`src/rtl/game_pkg.sv`:
```
// Shared Dino-game constants and types: system clock rate, default tick divisors, BCD digit type.
package game_pkg;

    localparam int CLK_HZ             = 27_000_000;
    localparam int SCORE_DIV_DFLT     = 3_000_000;
    localparam int OBST_BASE_DIV_DFLT = 2_700_000;
    localparam int OBST_STEP_DFLT     = 225_000;
    localparam int OBST_MIN_DIV_DFLT  = 900_000;
    localparam int LEVEL_MAX_DFLT     = 7;

    typedef logic [3:0] bcd_digit_t;

endpackage

```
`src/rtl/tick_divider.sv`:
```
// Enable-gated period divider with a registered one-cycle tick.
// The >= terminal compare lets a period that shrinks mid-count fire on the next enabled cycle.
module tick_divider #(
    parameter int DIV_W = 22
) (
    input  logic             clk,
    input  logic             rst,
    input  logic             clr,
    input  logic             en,
    input  logic [DIV_W-1:0] period,
    output logic             tick,
    output logic             fire
);

    logic [DIV_W-1:0] cnt_q, cnt_d;
    logic             tick_q, tick_d;

    always_comb begin
        // fire is the edge that raises tick; callers use it to update state on that same edge
        fire   = en && !clr && (cnt_q >= (period - DIV_W'(1)));
        cnt_d  = cnt_q;
        tick_d = fire;
        if (clr || fire) begin
            cnt_d = '0;
        end else if (en) begin
            cnt_d = cnt_q + DIV_W'(1);
        end
    end

    always_ff @(posedge clk) begin
        if (rst) begin
            cnt_q  <= '0;
            tick_q <= 1'b0;
        end else begin
            cnt_q  <= cnt_d;
            tick_q <= tick_d;
        end
    end

    assign tick = tick_q;

endmodule

```
`src/rtl/game_tick_gen.sv`:
```
// Score/obstacle tick engine: two gated dividers, a BCD score with wrap pulse,
// and a saturating difficulty level that shortens the obstacle period.
module game_tick_gen
    import game_pkg::*;
#(
    parameter int SCORE_DIV     = SCORE_DIV_DFLT,
    parameter int OBST_BASE_DIV = OBST_BASE_DIV_DFLT,
    parameter int OBST_STEP     = OBST_STEP_DFLT,
    parameter int OBST_MIN_DIV  = OBST_MIN_DIV_DFLT,
    parameter int LEVEL_MAX     = LEVEL_MAX_DFLT,
    parameter int DIGITS        = 4,
    parameter int DIV_W         = 22
) (
    input  logic                           clk,
    input  logic                           rst,
    input  logic                           gameon,
    input  logic                           clear,
    output logic                           score_tick,
    output logic                           obstacle_tick,
    output logic [4*DIGITS-1:0]            score_bcd,
    output logic [$clog2(LEVEL_MAX+1)-1:0] level,
    output logic                           score_wrap
);

    localparam int LVL_W = $clog2(LEVEL_MAX + 1);
    localparam int PW    = DIV_W + 4;

    logic [4*DIGITS-1:0] score_q, score_d, score_inc;
    logic [LVL_W-1:0]    level_q, level_d;
    logic                wrap_q, wrap_d;
    logic                score_fire, obst_fire_unused;
    logic                all_nines;
    logic [PW-1:0]       obst_dec, obst_p;
    logic [DIV_W-1:0]    obst_period;

    tick_divider #(.DIV_W(DIV_W)) u_score_div (
        .clk    (clk),
        .rst    (rst),
        .clr    (clear),
        .en     (gameon),
        .period (DIV_W'(SCORE_DIV)),
        .tick   (score_tick),
        .fire   (score_fire)
    );

    tick_divider #(.DIV_W(DIV_W)) u_obst_div (
        .clk    (clk),
        .rst    (rst),
        .clr    (clear),
        .en     (gameon),
        .period (obst_period),
        .tick   (obstacle_tick),
        .fire   (obst_fire_unused)
    );

    // Clamp before subtracting so a large level never underflows the period.
    always_comb begin
        obst_dec = PW'(level_q) * PW'(OBST_STEP);
        if (obst_dec >= (PW'(OBST_BASE_DIV) - PW'(OBST_MIN_DIV))) begin
            obst_p = PW'(OBST_MIN_DIV);
        end else begin
            obst_p = PW'(OBST_BASE_DIV) - obst_dec;
        end
        obst_period = DIV_W'(obst_p);
    end

    always_comb begin
        bcd_digit_t dig;
        logic       carry;
        score_inc = score_q;
        carry     = 1'b1;
        for (int i = 0; i < DIGITS; i++) begin
            dig = score_q[4*i +: 4];
            if (carry) begin
                if (dig == 4'd9) begin
                    dig = 4'd0;
                end else begin
                    dig   = dig + 4'd1;
                    carry = 1'b0;
                end
            end
            score_inc[4*i +: 4] = dig;
        end
        all_nines = carry;
    end

    always_comb begin
        score_d = score_q;
        level_d = level_q;
        wrap_d  = 1'b0;
        if (clear) begin
            score_d = '0;
            level_d = '0;
        end else if (score_fire) begin
            score_d = score_inc;
            wrap_d  = all_nines;
            if ((score_q[7:0] == 8'h99) && !all_nines && (level_q != LVL_W'(LEVEL_MAX))) begin
                level_d = level_q + LVL_W'(1);
            end
        end
    end

    always_ff @(posedge clk) begin
        if (rst) begin
            score_q <= '0;
            level_q <= '0;
            wrap_q  <= 1'b0;
        end else begin
            score_q <= score_d;
            level_q <= level_d;
            wrap_q  <= wrap_d;
        end
    end

    assign score_bcd  = score_q;
    assign level      = level_q;
    assign score_wrap = wrap_q;

endmodule
```
`config.mk`:
```
export PLATFORM = sky130hd
export DESIGN_NAME = game_tick_gen
export DESIGN_NICKNAME = d
export VERILOG_FILES = /design/src/rtl/game_pkg.sv /design/src/rtl/tick_divider.sv /design/src/rtl/game_tick_gen.sv
export SDC_FILE = /design/constraint.sdc
export NUM_CORES = 1
export LEC_CHECK = 0
export ABC_CLOCK_PERIOD_IN_PS = 9800
export CAP_MARGIN = 20
export CORE_UTILIZATION = 55
export DETAILED_ROUTE_END_ITERATION = 12
export PLACE_DENSITY = 0.74
export SLEW_MARGIN = 0
export SYNTH_ARGS = -nofsm -noshare
export SYNTH_HDL_FRONTEND = slang
export SYNTH_SLANG_ARGS = --single-unit
```
`constraint.sdc`:
```
create_clock -name clk -period 9.8 [get_ports clk]
set_input_delay 1.96 -clock clk [delete_from_list [all_inputs] [get_ports clk]]
set_output_delay 1.96 -clock clk [all_outputs]
set_load 0.02 [all_outputs]
```
layer_met3.png
Drawn at 3 px/µm.
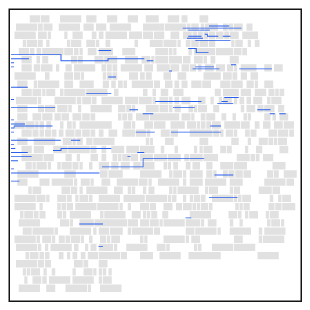
main direction = horizontal
nets with wire on the layer = 49
longest straight run = 29.2 µm
met3 global-route usage: 0.0470
via count: 4228
total wire length: 10.7 mm

layer_met2.png
Drawn at 3 px/µm.
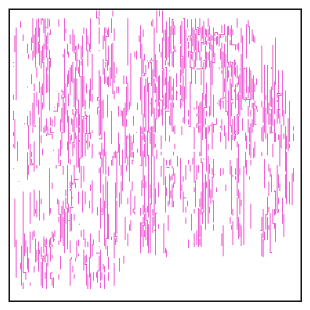
nets with wire on the layer = 557
wire length on this layer = 5040 µm
main direction = vertical
share of all routed wire = 47%
longest straight run = 27.2 µm
met2 GRT Util: 0.376

==> metrics.yaml <==
rows: 34
critical_path_class: "reg2reg"
cts_setup_buffers: 0
min_period_ns: 6.78
p_leak_uw: 0.00207
fin_ws_ns: 3.02
vdd_drop_max_uv: 96.6
avgRoutedWirePerCell_um: 14.6
comb_area_mm2: 0.00343
ff_type: "dfxtp_1"
antenna_found_initial: 0
reg2reg_depth: 23
netlist.area_leader.share: 0.267
top_layer: "met4"
fp_nets: 645
die_x_um: 96.8
syn_avg_cell_area_um2: 8.20
crit_family: "simple AND/OR/NAND/NOR gates"
edf_count: 0
ys_chip_area_mm2: 0.00494
crit_path_max_incr_delay_ns: 0.73
worstSetupStartpoint: "level[0]"
r2r_setup_slack_ns: 3.02
drt-met1-wl_mm: 5.07
required_ns: 10.08
cp.arrival_ns: 7.07
synth.largest_area_cell: "dfxtp_1"
r2r_end: "u_obst_div.cnt_q[4]"
clock_latency_ns: 0.35
die_h_um: 96.8
gp_congestion: 0.897
grt_max_degree: 23
end_kind: "register"
num-nonclk-buffers: 26
status: "finished, final reports clean"
async_reset_ff_frac: 0
grt_use_met1: 0.299
worst register-to-register path, stage by stage (launching register included):
cell      delay (ns)
dfxtp_1         0.73
inv_1           0.24
ha_1            0.57
ha_1            0.33
inv_1           0.10
fa_1            0.59
nand3b_1        0.26
o21a_1          0.23
nor3_1          0.38
or3_1           0.33
nand2_1         0.09
o211ai_1        0.31
and2_1          0.28
or3b_1          0.38
o21ai_2         0.07
ha_1            0.26
a21o_1          0.16
a21o_1          0.17
a21oi_1         0.19
o22ai_1         0.16
a311oi_1        0.38
o21ai_1         0.11
buf_4           0.26
nor2_1          0.13
registers in the layout (all words and copies together) (netlist names):
signal / flops
level: 3
score_bcd: 16
score_wrap: 1
u_obst_div.cnt_q: 22
u_obst_div.tick: 1
u_score_div.cnt_q: 22
u_score_div.tick: 1
kinds of logic (layout without fill, tap and decap cells):
| kind of cell | after synthesis | in the layout | synth area share |
|---|---|---|---|
| AND/OR/NAND/NOR | 263 | 263 | 0.266 |
| AND-OR/OR-AND | 111 | 111 | 0.165 |
| XOR/XNOR | 79 | 79 | 0.143 |
| flip-flops | 66 | 66 | 0.267 |
| adder cells (fa/ha/maj) | 38 | 38 | 0.101 |
| buffers and inverters | 37 | 59 | 0.0390 |
| multiplexers | 9 | 9 | 0.0182 |
where the power goes:
part	switching, µW	internal, µW
Combinational	6.79	2.93
Sequential	0.674	268
Clock	118	171
Total	125	443
cells in the final DEF, fill, tap and decap left out, drive strengths merged, types with 12 or more instances in the layout:
cell type	n
a21o	12
a21oi	29
clkdlybuf4s50	25
dfxtp	66
ha	35
inv	19
nand2	47
nand3	26
nand4	14
nor2	101
o21ai	26
xnor2	41
xor2	38
Power figures rest on the tool's default switching activity, not on a simulated workload.
